==> src/rtl/halt_dump_unit_if.sv <==
// Signal bundle between the halt/dump engine and its surroundings:
// the CPU (instrW in, halt out), the data RAM read port and the dump stream.
//
// Dump stream handshake: a word transfers on a rising edge where
// dump_valid=1 and dump_ready=1. Once dump_valid rises it stays high, and
// dump_data/dump_index/dump_last stay unchanged, until that transfer happens.
// dump_valid never depends combinationally on dump_ready.
interface halt_dump_unit_if #(
    parameter int AW = 9,
    parameter int DW = 32
);
    logic [DW-1:0] instrW;
    logic          halt;
    logic          mem_re;
    logic [AW-1:0] mem_addr;
    logic [DW-1:0] mem_rdata;
    logic          dump_valid;
    logic          dump_ready;
    logic [DW-1:0] dump_data;
    logic [AW-1:0] dump_index;
    logic          dump_last;
    logic          done;

    // The dump engine side.
    modport master (
        input  instrW,
        input  mem_rdata,
        input  dump_ready,
        output halt,
        output mem_re,
        output mem_addr,
        output dump_valid,
        output dump_data,
        output dump_index,
        output dump_last,
        output done
    );

    // The CPU / RAM / consumer side.
    modport slave (
        output instrW,
        output mem_rdata,
        output dump_ready,
        input  halt,
        input  mem_re,
        input  mem_addr,
        input  dump_valid,
        input  dump_data,
        input  dump_index,
        input  dump_last,
        input  done
    );
endinterface

==> src/rtl/halt_dump_unit.sv <==
// End-of-program dump engine. Watches the writeback instruction for the halt
// word, freezes the core, then walks data memory from address 0 to DEPTH-1,
// presenting each word on the dump stream, and finally raises done.
// One word costs ISSUE (RAM read), LATCH (RAM data returns and is captured)
// and SEND (offer to consumer until accepted).
module halt_dump_unit #(
    parameter int            DEPTH      = 512,
    parameter int            AW         = 9,
    parameter int            DW         = 32,
    parameter logic [DW-1:0] HALT_INSTR = 32'hFFFF_FFFF
) (
    input  logic                CLK,
    input  logic                reset,
    halt_dump_unit_if.master    bus,
    output logic [2:0]          dbg_state
);

    typedef enum logic [2:0] {
        RUN   = 3'd0,
        ISSUE = 3'd1,
        LATCH = 3'd2,
        SEND  = 3'd3,
        DONE  = 3'd4
    } state_t;

    // Terminal address compare is against DEPTH-1 so non-power-of-two
    // depths stop at the right word instead of running to 2^AW-1.
    localparam logic [AW-1:0] LAST_ADDR = AW'(DEPTH - 1);

    state_t        state;
    state_t        state_nxt;
    logic [AW-1:0] ptr;
    logic [AW-1:0] ptr_nxt;
    logic [DW-1:0] data_q;
    logic          capture;

    // State, address pointer and captured RAM word; reset wins over all.
    always_ff @(posedge CLK) begin
        if (reset) begin
            state  <= RUN;
            ptr    <= '0;
            data_q <= '0;
        end else begin
            state <= state_nxt;
            ptr   <= ptr_nxt;
            if (capture) begin
                data_q <= bus.mem_rdata;
            end
        end
    end

    // Next-state, pointer update and all outputs, decoded from current state.
    always_comb begin
        state_nxt      = state;
        ptr_nxt        = ptr;
        capture        = 1'b0;
        bus.halt       = 1'b1;
        bus.mem_re     = 1'b0;
        bus.mem_addr   = ptr;
        bus.dump_valid = 1'b0;
        bus.dump_data  = data_q;
        bus.dump_index = ptr;
        bus.dump_last  = 1'b0;
        bus.done       = 1'b0;

        case (state)
            RUN: begin
                bus.halt = 1'b0;
                if (bus.instrW == HALT_INSTR) begin
                    state_nxt = ISSUE;
                    ptr_nxt   = '0;
                end
            end
            ISSUE: begin
                bus.mem_re = 1'b1;
                state_nxt  = LATCH;
            end
            LATCH: begin
                // Synchronous RAM: data for the ISSUE read is on mem_rdata now.
                capture   = 1'b1;
                state_nxt = SEND;
            end
            SEND: begin
                bus.dump_valid = 1'b1;
                bus.dump_last  = (ptr == LAST_ADDR);
                if (bus.dump_ready) begin
                    if (ptr == LAST_ADDR) begin
                        state_nxt = DONE;
                    end else begin
                        ptr_nxt   = ptr + AW'(1);
                        state_nxt = ISSUE;
                    end
                end
            end
            DONE: begin
                bus.done = 1'b1;
            end
            default: begin
                state_nxt = RUN;
            end
        endcase
    end

    assign dbg_state = state;

    // A stalled word must not change under the consumer.
    a_stall_stable: assert property (@(posedge CLK)
        (!reset && bus.dump_valid && !bus.dump_ready) |=>
        (bus.dump_valid && $stable(bus.dump_data) &&
         $stable(bus.dump_index) && $stable(bus.dump_last)));

    // RAM is only read while the core is frozen.
    a_read_halted: assert property (@(posedge CLK) bus.mem_re |-> bus.halt);

    // Nothing moves once the dump has completed.
    a_done_quiet: assert property (@(posedge CLK)
        bus.done |-> (!bus.dump_valid && !bus.mem_re && bus.halt));

endmodule
==> src/flat_wrapper.sv <==
// flat-port wrapper written by rule: the top's interface ports become plain ports
module halt_dump_unit_flat 
#(
    parameter int            DEPTH      = 512,
    parameter int            AW         = 9,
    parameter int            DW         = 32,
    parameter logic [DW-1:0] HALT_INSTR = 32'hFFFF_FFFF
)
  (CLK, reset, dbg_state, bus_instrW, bus_mem_rdata, bus_dump_ready, bus_halt, bus_mem_re, bus_mem_addr, bus_dump_valid, bus_dump_data, bus_dump_index, bus_dump_last, bus_done);
  halt_dump_unit_if #(.AW(AW), .DW(DW)) bus_i ();
  input  logic CLK;
  input  logic reset;
  output logic [2:0] dbg_state;
  input wire logic [$bits(bus_i.instrW)-1:0] bus_instrW;
  input wire logic [$bits(bus_i.mem_rdata)-1:0] bus_mem_rdata;
  input wire logic [$bits(bus_i.dump_ready)-1:0] bus_dump_ready;
  output wire logic [$bits(bus_i.halt)-1:0] bus_halt;
  output wire logic [$bits(bus_i.mem_re)-1:0] bus_mem_re;
  output wire logic [$bits(bus_i.mem_addr)-1:0] bus_mem_addr;
  output wire logic [$bits(bus_i.dump_valid)-1:0] bus_dump_valid;
  output wire logic [$bits(bus_i.dump_data)-1:0] bus_dump_data;
  output wire logic [$bits(bus_i.dump_index)-1:0] bus_dump_index;
  output wire logic [$bits(bus_i.dump_last)-1:0] bus_dump_last;
  output wire logic [$bits(bus_i.done)-1:0] bus_done;
  assign bus_i.instrW = bus_instrW;
  assign bus_i.mem_rdata = bus_mem_rdata;
  assign bus_i.dump_ready = bus_dump_ready;
  assign bus_halt = bus_i.halt;
  assign bus_mem_re = bus_i.mem_re;
  assign bus_mem_addr = bus_i.mem_addr;
  assign bus_dump_valid = bus_i.dump_valid;
  assign bus_dump_data = bus_i.dump_data;
  assign bus_dump_index = bus_i.dump_index;
  assign bus_dump_last = bus_i.dump_last;
  assign bus_done = bus_i.done;
  halt_dump_unit #(.DEPTH(DEPTH), .AW(AW), .DW(DW), .HALT_INSTR(HALT_INSTR)) u_core (.CLK(CLK), .reset(reset), .bus(bus_i), .dbg_state(dbg_state));
endmodule
==> config.mk <==
export PLATFORM = sky130hd
export DESIGN_NAME = halt_dump_unit_flat
export DESIGN_NICKNAME = d
export VERILOG_FILES = /design/src/rtl/halt_dump_unit_if.sv /design/src/rtl/halt_dump_unit.sv /design/src/flat_wrapper.sv
export SDC_FILE = /design/constraint.sdc
export NUM_CORES = 1
export LEC_CHECK = 0
export CAP_MARGIN = 10
export CORE_ASPECT_RATIO = 1.75
export CORE_UTILIZATION = 38
export DETAILED_ROUTE_END_ITERATION = 8
export PLACE_DENSITY = 0.85
export SLEW_MARGIN = 0
export SYNTH_ARGS = -nofsm -noshare
export SYNTH_HDL_FRONTEND = slang
export SYNTH_SLANG_ARGS = --single-unit
==> constraint.sdc <==
create_clock -name CLK -period 2.8 [get_ports CLK]
set_input_delay 0.56 -clock CLK [delete_from_list [all_inputs] [get_ports CLK]]
set_output_delay 0.56 -clock CLK [all_outputs]
set_load 0.01 [all_outputs]
**Cells coloured by class**

(4 px per µm)
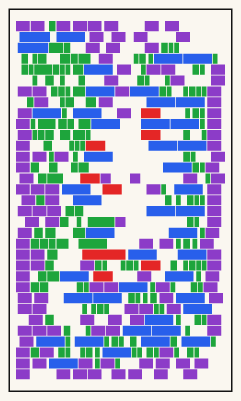
legend:
  other buffers and delay cells:
    colour: purple
    cells: 127
    share_of_their_area: 40%
  all other logic:
    colour: green
    cells: 170
    share_of_their_area: 28%
  flip-flops:
    colour: blue
    cells: 44
    share_of_their_area: 28%
  clock drivers and dummy loads:
    colour: red
    cells: 8
    share_of_their_area: 4.0%
Seq/total area: 27.5%
core area: 4710 µm²
finished layout cell area: 3210 µm²
Util after Layout: 68.3%

**Clock routing**

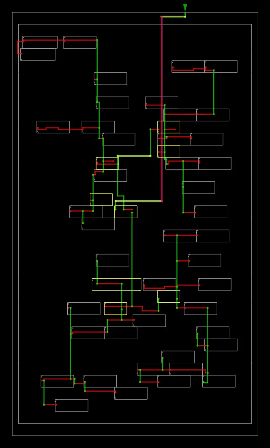
Clock Skew: 0.00320 ns
clkbuf count: 7
Insertion Delay late pin: 0.28 ns

**Nets reached from selected ports**

(6 px per µm)
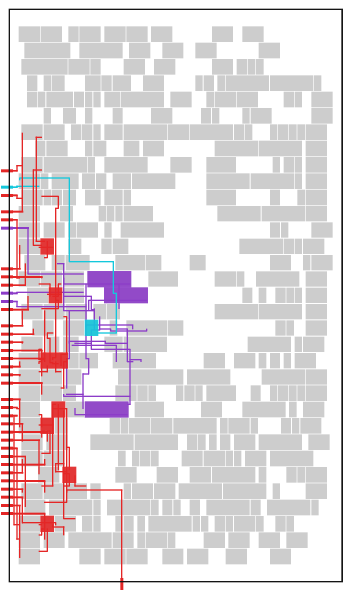
legend:
  bus_done:
    colour: cyan
    direction: output
    end_cells: 1
    buffers: 1
    wire: 50.0 µm
  bus_instrW:
    colour: red
    direction: input
    end_cells: 8
    buffers: 32
    wire: 469 µm
  dbg_state:
    colour: purple
    direction: output
    end_cells: 3
    buffers: 3
    wire: 230 µm
port buffer count: 124
# IOs: 125

**Clock wires, drivers and flops**

(6 px per µm)
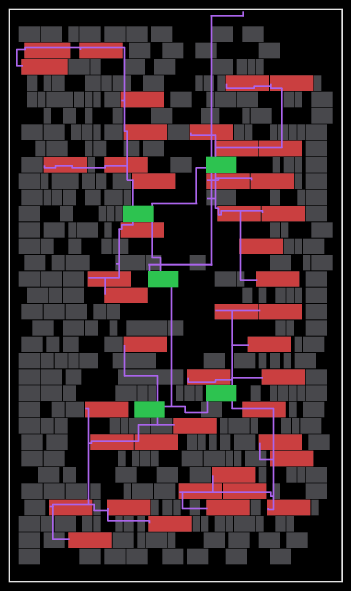
legend:
  clock wires:
    colour: purple
    length: 485 µm
  cells driving clock nets:
    colour: green
    count: 5
  flip-flops:
    colour: red
    count: 44
routed clock nets: 6
P_clk: 0.515 mW
Clk pwr share: 34.3%

**Metal 3**

(4 px per µm)
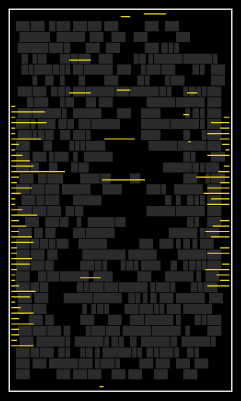
longest straight run: 13.1 µm
main direction: horizontal
nets with wire on the layer: 79
routed via count: 2,044
met3 usage: 3.26%
final wirelength: 5390 µm

[area by class of cell]
| type | count | area [µm²] | area share [%] |
|---|---|---|---|
| repair buffers | 127 | 1260 | 39.3 |
| flip-flops and latches | 44 | 883 | 27.5 |
| clock buffers | 7 | 96.3 | 3.00 |
| clock inverters | 1 | 30.0 | 0.935 |
| well taps | 52 | 65.1 | 2.02 |
| inverters | 5 | 18.8 | 0.584 |
| multi-input cells | 165 | 856 | 26.6 |
[worst reg2reg max path: stages, from the launching register on]
cell	delay, ns
dfxtp_2	0.37
ha_1	0.19
nand3_1	0.14
nor3_2	0.21
ha_1	0.20
nand2b_1	0.22
or2_1	0.21
nand2_1	0.18
a311oi_1	0.28
==> run_results.csv <==
group,metric,value,unit
run_status,status,"complete, no violations",
yosys,area_leaders,"dfxtp_1 47%, nand2_1 15%, a21oi_1 9.8%",
power,intPower,1.16,mW
detailed_routing,met3_length,287,µm
timing,timing.final.max_slew_violations,0,
critical_path,crit_cells,6,
die,initial_core_util,40.0,%
clock_tree,cts.repair.resized,0,
power,power.net_switching,0.347,mW
detailed_routing,ant_nets,0,
grt,gr-total-overflow,0,
clock_tree,cts_max_level,2,
timing,slew_headroom,57.1,%
detailed_routing,wl_per_cell,13.4,µm
die,die_area,5260,µm²
layout,final_cell_mix,"124 x clkdlybuf4s50_1, 74 x nand2_1, 42 x dfxtp_1",
grt,grtUsageMet1,18.2,%
yosys,common_cells,"74 x nand2_1, 44 x dfxtp_1, 37 x a21oi_1",
yosys,async_flop_share,0,%
power,leakage,1.14,nW
detailed_routing,routedLengthMet1,1920,µm
detailed_routing,routed_via_density,5.10,
No activity file was given, so power comes from the tool's default toggle rates.
